[src/rtl/operand_loader_pkg.sv]
// Shared defaults, types and helpers for the double-buffered operand loader.
package operand_loader_pkg;

  localparam int DATA_W_DEF  = 8;
  localparam int N_ELEMS_DEF = 18;

  typedef logic bank_sel_t;

  // Fill counter width; a single-element set would still need one bit.
  function automatic int cnt_w(input int n);
    return (n > 1) ? $clog2(n) : 1;
  endfunction

endpackage

[src/rtl/operand_bank.sv]
// One operand bank: N_ELEMS x DATA_W registers, indexed write, flat read bus.
module operand_bank
  import operand_loader_pkg::*;
#(
  parameter int DATA_W  = DATA_W_DEF,
  parameter int N_ELEMS = N_ELEMS_DEF,
  parameter int CNT_W   = cnt_w(N_ELEMS)
) (
  input  logic                      clk,
  input  logic                      reset,
  input  logic                      we_i,
  input  logic [CNT_W-1:0]          widx_i,
  input  logic [DATA_W-1:0]         wdata_i,
  output logic [N_ELEMS*DATA_W-1:0] rdata_o
);

  for (genvar k = 0; k < N_ELEMS; k++) begin : g_elem
    logic [DATA_W-1:0] elem_q;

    // NOTE: this storage is reset on purpose so out_data reads zero after
    // reset; plain data arrays normally skip the reset to save routing.
    always_ff @(posedge clk) begin
      if (!reset) begin
        elem_q <= '0;
      end else if (we_i && (widx_i == CNT_W'(k))) begin
        elem_q <= wdata_i;
      end
    end

    assign rdata_o[k*DATA_W +: DATA_W] = elem_q;
  end

endmodule

[src/rtl/operand_loader.sv]
// Double-buffered operand loader: byte-serial fill into one bank while the
// multiplier core consumes the other as a flat parallel bus.
module operand_loader
  import operand_loader_pkg::*;
#(
  parameter int DATA_W  = DATA_W_DEF,
  parameter int N_ELEMS = N_ELEMS_DEF,
  parameter int CNT_W   = cnt_w(N_ELEMS)
) (
  input  logic                      clk,
  input  logic                      reset,
  input  logic                      flush,
  input  logic [DATA_W-1:0]         data_in,
  input  logic                      data_valid,
  output logic                      data_ready,
  output logic                      out_valid,
  output logic [N_ELEMS*DATA_W-1:0] out_data,
  input  logic                      out_ack,
  output logic [CNT_W-1:0]          fill_count
);

  bank_sel_t         wr_sel_q, wr_sel_d;
  bank_sel_t         rd_sel_q, rd_sel_d;
  logic [1:0]        full_q, full_d;
  logic [CNT_W-1:0]  count_q, count_d;

  logic              accept;
  logic              ack;
  logic              last_elem;
  logic [1:0]        bank_we;
  logic [N_ELEMS*DATA_W-1:0] bank_rdata [2];

  // Ready depends only on state, so there is no path from data_valid.
  assign data_ready = !full_q[wr_sel_q];
  assign accept     = data_valid && data_ready;
  assign ack        = out_ack && out_valid;
  assign last_elem  = (count_q == CNT_W'(N_ELEMS - 1));

  for (genvar b = 0; b < 2; b++) begin : g_bank
    assign bank_we[b] = accept && !flush && (wr_sel_q == bank_sel_t'(b));

    operand_bank #(
      .DATA_W  (DATA_W),
      .N_ELEMS (N_ELEMS),
      .CNT_W   (CNT_W)
    ) u_bank (
      .clk     (clk),
      .reset   (reset),
      .we_i    (bank_we[b]),
      .widx_i  (count_q),
      .wdata_i (data_in),
      .rdata_o (bank_rdata[b])
    );
  end

  // NOTE: every _d gets its hold value first so no path leaves it unassigned
  // and no latch is inferred.
  always_comb begin
    count_d  = count_q;
    full_d   = full_q;
    wr_sel_d = wr_sel_q;
    rd_sel_d = rd_sel_q;
    if (flush) begin
      count_d  = '0;
      full_d   = '0;
      wr_sel_d = 1'b0;
      rd_sel_d = 1'b0;
    end else begin
      if (accept) begin
        if (last_elem) begin
          full_d[wr_sel_q] = 1'b1;
          wr_sel_d         = ~wr_sel_q;
          count_d          = '0;
        end else begin
          count_d = count_q + 1'b1;
        end
      end
      // The write bank is never full, so this never touches the bank set above.
      if (ack) begin
        full_d[rd_sel_q] = 1'b0;
        rd_sel_d         = ~rd_sel_q;
      end
    end
  end

  // NOTE: state registers use non-blocking assignments so every flop samples
  // the pre-edge values regardless of statement order.
  always_ff @(posedge clk) begin
    if (!reset) begin
      count_q  <= '0;
      full_q   <= '0;
      wr_sel_q <= 1'b0;
      rd_sel_q <= 1'b0;
    end else begin
      count_q  <= count_d;
      full_q   <= full_d;
      wr_sel_q <= wr_sel_d;
      rd_sel_q <= rd_sel_d;
    end
  end

  assign out_valid  = full_q[rd_sel_q];
  assign out_data   = rd_sel_q ? bank_rdata[1] : bank_rdata[0];
  assign fill_count = count_q;

endmodule

[config.mk]
export PLATFORM = sky130hd
export DESIGN_NAME = operand_loader
export DESIGN_NICKNAME = d
export VERILOG_FILES = /design/src/rtl/operand_loader_pkg.sv /design/src/rtl/operand_bank.sv /design/src/rtl/operand_loader.sv
export SDC_FILE = /design/constraint.sdc
export NUM_CORES = 1
export LEC_CHECK = 0
export ABC_CLOCK_PERIOD_IN_PS = 1800
export CAP_MARGIN = 20
export CORE_MARGIN = 3
export CORE_UTILIZATION = 45
export DETAILED_ROUTE_END_ITERATION = 10
export HOLD_SLACK_MARGIN = 0.05
export PLACE_DENSITY = 0.67
export SETUP_SLACK_MARGIN = 0.05
export SLEW_MARGIN = 10
export SYNTH_ARGS = -nofsm -noshare
export SYNTH_HDL_FRONTEND = slang
export SYNTH_SLANG_ARGS = --single-unit
[constraint.sdc]
create_clock -name clk -period 1.8 [get_ports clk]
set_input_delay 0.45 -clock clk [delete_from_list [all_inputs] [get_ports clk]]
set_output_delay 0.45 -clock clk [all_outputs]
set_load 0.01 [all_outputs]
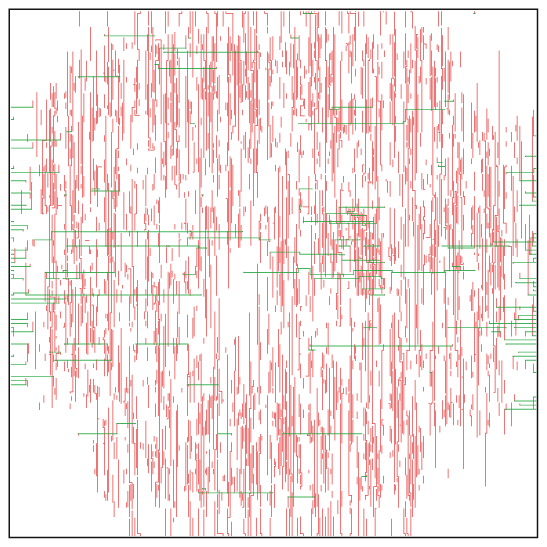
*Metal layers overlaid, run 1*
(3 px per µm) Two of the layers only.
green -> M3  # wire length 1,340 µm
red -> M2  # wire length 16,800 µm

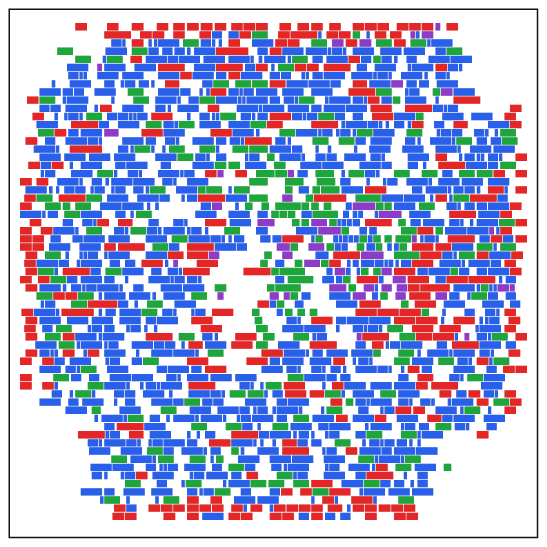
*Sizing map, run 1*
(3 px per µm)
purple -> x2  # cells 44, share 2.9%
red -> x6 and larger  # cells 287, share 19%
green -> x3 and x4  # cells 227, share 15%
blue -> x1 and smaller  # cells 939, share 63%
Area Overhead vs Synth: 43.0%
Non-clock buffers: 314
minimum setup slack in the final design: -0.556 ns
Final Instance Area: 18,500 µm²

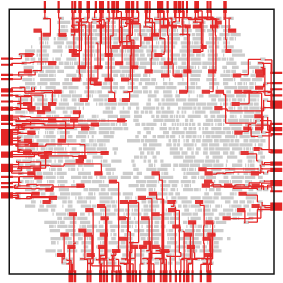
*Wires at chosen ports, followed through buffers, run 1*
(1.5 px per µm)
red -> out_data  # bits 144, direction output, edge 44 top, 39 bottom, 35 left, 26 right, end cells 144, buffers 144, wire 5,410 µm

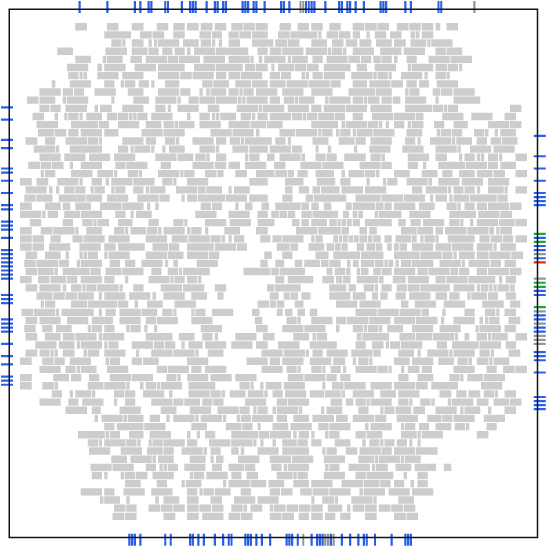
*Pin placement, run 1*
(3 px per µm) Pins as bars across the die edge, other pins in gray.
red -> out_ack  # pins 1, direction input, edge right
green -> fill_count  # pins 5, direction output, edge right
blue -> out_data  # pins 144, direction output, edge 44 top, 39 bottom, 35 left, 26 right

==> tab_implementation.tex, run 1 <==
% Auto-generated results table
\begin{tabular}{lr}
\hline
Metric & Value \\
\hline
\multicolumn{2}{l}{\textbf{Run status}} \\
\quad Result of the run & complete, but fails checks \\
\quad Violated checks & negative setup slack \\
\multicolumn{2}{l}{\textbf{Timing}} \\
\quad Tightest Pin Transition & roughly 0.42 ns \\
\quad Final Slew Violations & 0 \\
\quad Worst Clk Skew & 0.0116 ns \\
\quad Setup TNS & -65.49 ns \\
\quad Final Hold Violating Endpoints & 0 \\
\quad Shortest period the worst path allows & 2.36 ns \\
\quad Minimum setup slack in the final design & -0.556 ns \\
\quad Unrepaired setup endpoints after global routing & yes \\
\quad Setup Viol. Count Final & 146 \\
\quad Headroom to the max-slew limit & 0.722 \\
\quad Highest attainable clock frequency & 0.424 GHz \\
\quad Tightest hold margin & roughly 0.34 ns \\
\quad Final cycle utilization of the critical path & 1.31 \\
\multicolumn{2}{l}{\textbf{Layout}} \\
\quad Most frequent cells in the layout & 298 x sky130\_fd\_sc\_hd\_\_nand2\_1, 291 x sky130\_fd\_sc\_hd\_\_dfxtp\_1, 287 x sky130\_fd\_sc\_hd\_\_mux2i\_1 \\
\quad Top cell excl fill/tap & sky130\_fd\_sc\_hd\_\_nand2\_1 \\
\quad Net total in the final layout & 1,491 \\
\quad Share of layout cells above drive strength 1 & 0.373 \\
\quad Final Non-Filler Cells & 1,876 \\
\quad Final core utilization & 0.659 \\
\multicolumn{2}{l}{\textbf{Yosys}} \\
\quad Total of flip-flops plus latches after synthesis & 297 \\
\quad Syn\_area\_per\_cell & 10.6 µm² \\
\quad Leading area contributor after synthesis & sky130\_fd\_sc\_hd\_\_dfxtp\_1 \\
\quad Area of the synthesized netlist per yosys stat & 12,900 µm² \\
\quad Synth unique cells & 42 \\
\quad Area contributors post-synth & sky130\_fd\_sc\_hd\_\_dfxtp\_1 46\%, sky130\_fd\_sc\_hd\_\_mux2i\_1 22\%, sky130\_fd\_sc\_hd\_\_mux2\_2 13\% \\
\quad Post-synth top area share & 0.459 \\
\quad Count of yosys warnings during synthesis & 0 \\
\quad Part of the Yosys area used for sequential elements & 0.459 \\
\quad Netlist Area Pre-Place & 12,900 µm² \\
\quad Cells after Synth & 1,220 \\
\quad Number of nets at floorplan & 1,238 \\
\quad Count of instantiated cells in the yosys netlist & 1,220 \\
\multicolumn{2}{l}{\textbf{Job}} \\
\quad Max Cap Viol & 0 \\
\quad Count of warning messages emitted by the tools & 32 \\
\multicolumn{2}{l}{\textbf{Placed design}} \\
\quad DP HPWL & $\sim$21 mm \\
\quad Pre-CTS setup slack & -0.355 ns \\
\quad Cell count after placement & around 1,800 \\
\quad Number of port buffers & between 150 and 200 \\
\quad Gpl congestion & 0.813 \\
\quad Post-placement cell area & 15,800 µm² \\
\multicolumn{2}{l}{\textbf{Floorplan}} \\
\quad Chip height & 176 µm \\
\quad Row count & 61 \\
\quad Full die area & 30,800 µm² \\
\quad Die extent in x & 176 µm \\
\quad Number of primary I/O pins & 164 \\
\quad Fp\_density & 0.461 \\
\quad Placeable core region & between 20,000 and 30,000 µm² \\
\multicolumn{2}{l}{\textbf{Routing}} \\
\quad Violation tally from detailed-route iteration zero & 559 \\
\quad Post-detailed-route count of antenna-violating nets & 0 \\
\quad Total iterations of the first detailed-routing run & 5 \\
\quad Via total after detailed routing & 9,587 \\
\quad Average detailed-routed wire length per instance & between 15 and 20 µm \\
\quad Detailed-route DRC error count & 0 \\
\quad Overall routed net length & 35.1 mm \\
\quad Detailed-route vias per instance & approximately 5.1 \\
\multicolumn{2}{l}{\textbf{Hold path}} \\
\quad Worst Hold Path Cells & 3 \\
\quad Critical hold path startpoint & reset \\
\quad End point of the worst hold path & g\_bank[0].u\_bank.g\_elem[15].elem\_q[7]\$\_SDFFE\_PN0P\_ \\
\quad Hold WC Path Type & primary input to flop \\
\multicolumn{2}{l}{\textbf{Pwr}} \\
\quad Power density relative to cell area & 755 nW/µm² \\
\quad Post-route total power & around 14 mW \\
\quad Net Sw Frac & 0.217 \\
\quad Power of the sequential group & 6.59 mW \\
\quad Combinational group share of total power & 0.038 \\
\quad Highest ir drop seen on vdd & 0.614 mV \\
\quad Total net switching power & 3.03 mW \\
\quad Total combinational power & 532 µW \\
\quad Register share of total power & 0.472 \\
\quad Group drawing the most power & the clock network \\
\quad Relative contribution of the clock network to total power & 0.490 \\
\quad Clk pwr & 6.85 mW \\
\quad Pint & 10.9 mW \\
\quad Leakage dissipation & between 8 and 9 nW \\
\multicolumn{2}{l}{\textbf{Setup path}} \\
\quad Startpoint of the worst-slack reg-to-reg timing path & fill\_count[1]\$\_SDFFE\_PP0N\_ \\
\quad Worst setup SP type & flop \\
\quad Critical path capture point type & output port \\
\quad Critical Path AT & 1.91 ns \\
\quad Crit Reg-Reg Endpoint & fill\_count[4]\$\_SDFFE\_PP0N\_ \\
\quad CP Max Fanout & 5 \\
\quad Slack of the worst reg-to-reg path & 0.15 ns \\
\quad Critical path required time & 1.35 ns \\
\quad Worst setup path class & flop to output port \\
\quad Cell depth of the worst flop-to-flop path & 6 \\
\multicolumn{2}{l}{\textbf{Clocking}} \\
\quad Hold buffers post-CTS & 0 \\
\quad Clock root buffer & sky130\_fd\_sc\_hd\_\_clkbuf\_16 \\
\quad Clock slew seen by the registers of the worst setup and hold paths & 0.06 ns \\
\quad Number of buffers created by CTS & 31 \\
\quad Max Buffers Root-to-Sink & 3 \\
\quad Insertion Delay late pin & 0.55 ns \\
\quad CTS H-tree depth & 1 \\
\quad Clock tree sinks & 297 \\
\quad TritonCTS clock tree & yes \\
\multicolumn{2}{l}{\textbf{Global route}} \\
\quad Total congestion overflow after global routing & 0 \\
\quad Overall track demand over capacity in global routing & 0.217 \\
\quad Wire length of the first global-routing pass & 54.2 mm \\
\quad Vias in the first global route & 9,707 \\
\quad Largest net degree at the start of global routing & 60 \\
\quad Number of antenna violations at the first check in global routing & 1 \\
\hline
\end{tabular}
## run 1: layout make-up
| class | count | area, µm² |
|---|---|---|
| fill | 2145 | 9580 |
| multi-input combinational | 823 | 7150 |
| sequential | 297 | 5960 |
| timing repair buffer | 314 | 3780 |
| clock buffer | 43 | 932 |
| tap | 378 | 473 |
| clock inverter | 14 | 184 |
| inverter | 6 | 25.0 |
| antenna | 1 | 2.50 |
## run 1: registers in the layout (all words and copies together) (netlist names)
register and cells:
wr_sel_q 1, rd_sel_q 1, full_q 2, g_bank.u_bank.g_elem.elem_q 288, fill_count 5
## run 1: what timing repair did
| item | CTS | global route |
|---|---|---|
| cloned | 5 | 5 |
| setup buffers | 39 | 20 |
| endpoints found under the setup margin | 151 | 188 |
| pin swaps | 0 | 2 |
| resized | 877 | 92 |
## run 1: logic make-up (layout without fill, tap and decap cells)
kind of cell	count (synthesis)	in the layout	share of synthesized area
mux	434	434	0.350
simple gates	367	367	0.144
flops	297	297	0.459
buf+inv	100	377	0.0337
compound gates	17	17	0.00774
fa+ha+maj	5	5	0.00483
other cells	0	1	0
## run 1: cells in the mapped netlist (all sizes together)
| library cell | instances |
|---|---|
| nand2b | 1 |
| nand4bb | 2 |
| nor4b | 5 |
| buf | 31 |
| inv | 6 |
| o21ba | 1 |
| or4b | 1 |
| nor4 | 1 |
| nor2b | 4 |
| and4bb | 1 |
| o31ai | 1 |
| and3 | 2 |
| o21ai | 5 |
| mux2i | 288 |
| nor3b | 1 |
| mux2 | 146 |
| nor3 | 1 |
| nand4b | 5 |
| nand4 | 3 |
| and2b | 1 |
| or3 | 1 |
| or4 | 1 |
| dfxtp | 297 |
| a311oi | 1 |
| a21oi | 8 |
| nor2 | 9 |
| nand3 | 17 |
| nor4bb | 4 |
| nand2 | 307 |
| clkbuf | 63 |
| a32oi | 1 |
| ha | 5 |
## run 1: per-layer routing
metal,track usage,share of wire
met4,0.0442,0.019
met3,0.0303,0.038
met5,0,0
met2,0.370,0.48
met1,0.296,0.46
## run 1: worst max-delay path: stages (launching register included)
cell	delay, ns
sky130_fd_sc_hd__dfxtp_4	0.37
sky130_fd_sc_hd__buf_12	0.15
sky130_fd_sc_hd__buf_12	0.13
sky130_fd_sc_hd__buf_8	0.12
sky130_fd_sc_hd__clkbuf_16	0.15
sky130_fd_sc_hd__mux2_4	0.31
sky130_fd_sc_hd__buf_6	0.12
## run 1: how the worst max path moves through the flow
| stage | from | cells past startpoint | endpoint |
|---|---|---|---|
| after floorplan | fill_count[1]$_SDFFE_PP0N_ | 6 | fill_count[2]$_SDFFE_PP0N_ |
| after global placement | data_valid | 5 | g_bank[1].u_bank.g_elem[7].elem_q[4]$_SDFFE_PN0P_ |
| after detailed placement | data_valid | 5 | g_bank[1].u_bank.g_elem[7].elem_q[0]$_SDFFE_PN0P_ |
| after CTS | rd_sel_q$_SDFFE_PP0N_ | 6 | out_data[13] |
| after global routing | rd_sel_q$_SDFFE_PP0N_ | 6 | out_data[15] |
| final | rd_sel_q$_SDFFE_PP0N_ | 6 | out_data[22] |
==> run 2: changes to the inputs <==
Settings changed: CORE_UTILIZATION 45 to 40, PLACE_DENSITY 0.67 to 0.6.
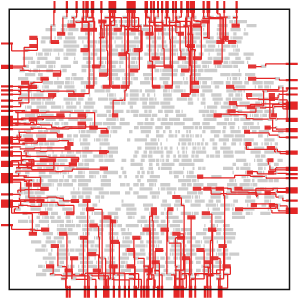
*Wires at chosen ports, followed through buffers, run 2*
(1.5 px per µm)
red -> out_data  # bits 144, direction output, edge 42 top, 39 bottom, 37 left, 26 right, end cells 144, buffers 144, wire 5,580 µm
number of port buffers: 163
number of primary I/O pins: 164

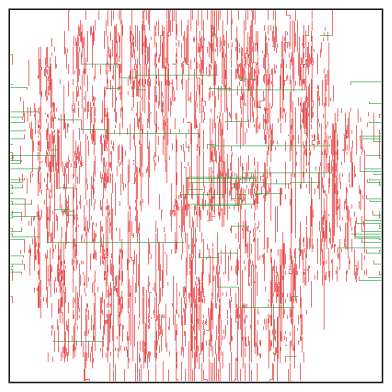
*Metal layers overlaid, run 2*
(2 px per µm) Two of the layers only.
green -> M3  # wire length 1,240 µm
red -> M2  # wire length 16,900 µm
average detailed-routed wire length per instance: 18.7 µm
overall routed net length: 35.8 mm
overall track demand over capacity in global routing: 0.197
via total after detailed routing: 9,665

==> run 2 against run 1 <==
The flow still finishes with violations (negative setup slack). Clock-buffer cell count unchanged. Total power decreased by 0.10%. Non-clock buffer count up 17. Clock power shrank 0.6%. Wire length rose by 1.8%. Via count up 0.81%. Critical path type unchanged. Largest cell class unchanged. Highest routed layer unchanged.
==> tab_implementation.tex, run 2 <==
% Auto-generated results table
\begin{tabular}{lr}
\hline
Metric & Value \\
\hline
\multicolumn{2}{l}{\textbf{Run status}} \\
\quad Result of the run & complete, but fails checks \\
\quad Violated checks & negative setup slack \\
\multicolumn{2}{l}{\textbf{Layout}} \\
\quad Most frequent cells in the layout & 297 x sky130\_fd\_sc\_hd\_\_nand2\_1, 291 x sky130\_fd\_sc\_hd\_\_dfxtp\_1, 287 x sky130\_fd\_sc\_hd\_\_mux2i\_1 \\
\quad Max reg flops & 288 (unchanged) \\
\quad Share of layout cells above drive strength 1 & 0.379 (+0.00663) \\
\quad Top cell excl fill/tap & sky130\_fd\_sc\_hd\_\_nand2\_1 \\
\quad Net total in the final layout & 1,508 (+1.1\%) \\
\quad Register with the most flip-flops & g\_bank.u\_bank.g\_elem.elem\_q \\
\quad Area Overhead vs Synth & 41.9\% \\
\quad Final Instance Area & 18,400 µm² (-0.82\%) \\
\quad Final core utilization & 0.579 (-0.0803) \\
\multicolumn{2}{l}{\textbf{Placed design}} \\
\quad Pre-CTS setup slack & -0.419 ns (-0.0637 ns) \\
\quad Post-placement cell area & 15,800 µm² (+0.32\%) \\
\quad Gpl congestion & 0.820 (+0.87\%) \\
\quad DP HPWL & 21.6 mm (+4.0\%) \\
\multicolumn{2}{l}{\textbf{Routing}} \\
\quad Detailed-route DRC error count & 0 (unchanged) \\
\quad Post-detailed-route count of antenna-violating nets & 0 (unchanged) \\
\quad Violation tally from detailed-route iteration zero & 446 (-20\%) \\
\quad Detailed-route vias per instance & 5.04 (-1.3\%) \\
\quad Total iterations of the first detailed-routing run & 4 (-1) \\
\multicolumn{2}{l}{\textbf{Pwr}} \\
\quad Pint & 10.9 mW (-0.29\%) \\
\quad Relative contribution of the clock network to total power & 0.488 (-0.002) \\
\quad Leakage dissipation & 8.57 nW (+0.60\%) \\
\quad Power density relative to cell area & 760 nW/µm² (+0.73\%) \\
\quad Combinational group share of total power & 0.040 (+0.002) \\
\quad Register share of total power & 0.472 (about the same) \\
\quad Net Sw Frac & 0.218 (+0.00141) \\
\quad Highest ir drop seen on vdd & 0.737 mV (+20\%) \\
\quad Total net switching power & 3.04 mW (+0.55\%) \\
\multicolumn{2}{l}{\textbf{Clocking}} \\
\quad Number of buffers created by CTS & 31 (unchanged) \\
\quad CTS H-tree depth & 1 (unchanged) \\
\quad Hold buffers post-CTS & 0 (unchanged) \\
\quad Clock tree sinks & 297 (unchanged) \\
\quad Clock root buffer & sky130\_fd\_sc\_hd\_\_clkbuf\_16 \\
\quad Max Buffers Root-to-Sink & 3 (unchanged) \\
\quad TritonCTS clock tree & yes \\
\quad Clock slew seen by the registers of the worst setup and hold paths & 0.06 ns (about the same) \\
\quad Insertion Delay late pin & 0.56 ns (about the same) \\
\multicolumn{2}{l}{\textbf{Setup path}} \\
\quad Most used cell along the critical path & sky130\_fd\_sc\_hd\_\_buf\_6 \\
\quad Worst setup path class & flop to output port \\
\quad CP Max Fanout & 7 (+2) \\
\quad Sequence of cells on the critical path & buf\_6 -> buf\_16 -> buf\_8 -> buf\_4 -> mux2\_4 -> buf\_6 \\
\quad Worst setup SP type & flop \\
\quad Delay of the slowest cell on the worst path & 0.38 ns (about the same) \\
\quad Slack of the worst reg-to-reg path & 0.12 ns (-0.03 ns) \\
\quad Critical path required time & 1.35 ns (about the same) \\
\quad Worst path slowest cell & sky130\_fd\_sc\_hd\_\_dfxtp\_4 \\
\quad Critical Path AT & 1.88 ns (-0.03 ns) \\
\quad Critical path capture point type & output port \\
\multicolumn{2}{l}{\textbf{Job}} \\
\quad Count of warning messages emitted by the tools & 32 (unchanged) \\
\quad Max Cap Viol & 0 (unchanged) \\
\multicolumn{2}{l}{\textbf{Yosys}} \\
\quad Count of instantiated cells in the yosys netlist & 1,220 (unchanged) \\
\quad Dominant Register Cell & sky130\_fd\_sc\_hd\_\_dfxtp\_1 \\
\quad Cells after Synth & 1,220 (unchanged) \\
\quad Share of synthesized registers carrying an async set or reset & 0 (unchanged) \\
\quad Leading area contributor after synthesis & sky130\_fd\_sc\_hd\_\_dfxtp\_1 \\
\quad Top cell type by instance count after synthesis & sky130\_fd\_sc\_hd\_\_nand2\_1 \\
\quad Netlist Area Pre-Place & 12,900 µm² (unchanged) \\
\quad Total of flip-flops plus latches after synthesis & 297 (unchanged) \\
\quad Count of yosys warnings during synthesis & 0 (unchanged) \\
\quad Synth unique cells & 42 (unchanged) \\
\quad Number of nets at floorplan & 1,238 (unchanged) \\
\quad Area of the synthesized netlist per yosys stat & 12,900 µm² (unchanged) \\
\quad Post-synth top area share & 0.459 (unchanged) \\
\quad Area contributors post-synth & sky130\_fd\_sc\_hd\_\_dfxtp\_1 46\%, sky130\_fd\_sc\_hd\_\_mux2i\_1 22\%, sky130\_fd\_sc\_hd\_\_mux2\_2 13\% \\
\quad Number of synthesized flops with an enable pin & 0 (unchanged) \\
\quad Part of the Yosys area used for sequential elements & 0.459 (unchanged) \\
\quad Ranking of synthesized cells by instance count & 298 x sky130\_fd\_sc\_hd\_\_nand2\_1, 297 x sky130\_fd\_sc\_hd\_\_dfxtp\_1, 288 x sky130\_fd\_sc\_hd\_\_mux2i\_1, 145 x sky130\_fd\_sc\_hd\_\_mux2\_2, 63 x sky130\_fd\_sc\_hd\_\_clkbuf\_1 \\
\quad Syn\_area\_per\_cell & 10.6 µm² (unchanged) \\
\multicolumn{2}{l}{\textbf{Floorplan}} \\
\quad Placeable core region & 31,700 µm² (+13\%) \\
\quad Die extent in x & 186 µm (+5.9\%) \\
\quad Row count & 65 (+6.6\%) \\
\quad Chip height & 186 µm (+5.9\%) \\
\quad Full die area & 34,500 µm² (+12\%) \\
\quad Fp\_density & 0.408 (-0.0527) \\
\multicolumn{2}{l}{\textbf{Timing}} \\
\quad Tightest Pin Transition & 0.397 ns (-0.0185 ns) \\
\quad Final cycle utilization of the critical path & 1.30 (-0.0122) \\
\quad Headroom to the max-slew limit & 0.734 (+0.0124) \\
\quad Worst Clk Skew & 0.0145 ns (+0.00284 ns) \\
\quad Final Slew Violations & 0 (unchanged) \\
\quad Final Hold Violating Endpoints & 0 (unchanged) \\
\quad Minimum setup slack in the final design & -0.534 ns (+0.0219 ns) \\
\quad Unrepaired setup endpoints after global routing & yes \\
\quad Setup Viol. Count Final & 146 (unchanged) \\
\quad Highest attainable clock frequency & 0.428 GHz (+0.94\%) \\
\quad Shortest period the worst path allows & 2.33 ns (-0.0219 ns) \\
\multicolumn{2}{l}{\textbf{Global route}} \\
\quad Largest net degree at the start of global routing & 80 (+33\%) \\
\quad Wire length of the first global-routing pass & 54.1 mm (about the same) \\
\quad Total congestion overflow after global routing & 0 (unchanged) \\
\quad Vias in the first global route & 9,416 (-3.0\%) \\
\quad Number of antenna violations at the first check in global routing & 1 (unchanged) \\
\multicolumn{2}{l}{\textbf{Hold path}} \\
\quad Hold WC Path Type & primary input to flop \\
\hline
\end{tabular}
==> run 2: netlist changes by cell type in the layout (fill, tap and decap cells not counted), sizes merged <==
cell and change:
buf +2, clkbuf +16, clkdlybuf4s15 -3, clkinv +1, clkinvlp -3, dlymetal6s2s +2
inv +1
==> run 2: final timing paths <==
check / cells after the start / startpoint / endpoint
max reg2reg: 5 / full_q[1]$_SDFF_PP0_ / g_bank[1].u_bank.g_elem[6].elem_q[5]$_SDFFE_PN0P_
min: 3 / reset / g_bank[1].u_bank.g_elem[14].elem_q[3]$_SDFFE_PN0P_
max: 6 / rd_sel_q$_SDFFE_PP0N_ / out_data[1]
min reg2reg: 2 / g_bank[0].u_bank.g_elem[13].elem_q[1]$_SDFFE_PN0P_ / g_bank[0].u_bank.g_elem[13].elem_q[1]$_SDFFE_PN0P_
==> run 2: metrics by stage <==
step	cells	hold slack, ns	setup TNS, ns	total power, mW
after detailed placement	1784	0.444	-105.26	7.28
after floorplan	1220	0.431	0	7.01
after global placement	1784	0.438	-103.61	7.28
final	1916	0.361	-62.30	14.0
after CTS	1864	0.328	-80.66	14.1
after global routing	1916	0.371	-70.53	14.4
==> run 2: kinds of logic (layout without fill, tap and decap cells) <==
family,Yosys count,count (layout),synth area share
compound gates,17,17,0.00774
fa+ha+maj,5,5,0.00483
buf+inv,100,393,0.0337
flops,297,297,0.459
mux,434,434,0.350
other cells,0,1,0
simple gates,367,367,0.144
==> run 2: routing by layer <==
layer	part of all wire	vias up	global-route usage
li1	-	4705	-
met1	0.48	4760	0.281
met2	0.47	168	0.320
met3	0.035	32	0.0225
met4	0.016	0	0.0453
met5	0	-	0
==> run 2: what timing repair did <==
item                       in CTS  in global routing
resized                       485                408
setup endpoints to repair     183                277
setup buffers                  22                 48
pin swaps                       0                  2
gates cloned                    2                  7
==> run 2: worst max-delay path, delay by kind of cell (launching register included) <==
family / cells / cell delay (ns)
buffers and inverters: 5 / 0.65
flip-flops: 1 / 0.38
multiplexers: 1 / 0.29
==> run 2: cell type report <==
type,instances,area [µm²]
multi-input combinational,823,7060
antenna,1,2.50
clock inverter,13,175
sequential,297,5960
timing repair buffer,331,3710
tap,402,503
clock buffer,43,921
inverter,6,25.0
fill,2676,13400
==> run 2: power by group through the flow <==
stage	Combinational, mW	Clock (mW)	Sequential [mW]
2_1_floorplan	0.270	0	6.74
4_1_cts	0.544	6.96	6.59
3_5_place_dp	0.543	0	6.74
5_1_grt	0.598	7.24	6.59
3_3_place_gp	0.543	0	6.74
6_report	0.561	6.81	6.59
Power is estimated from default activity; no workload was simulated.
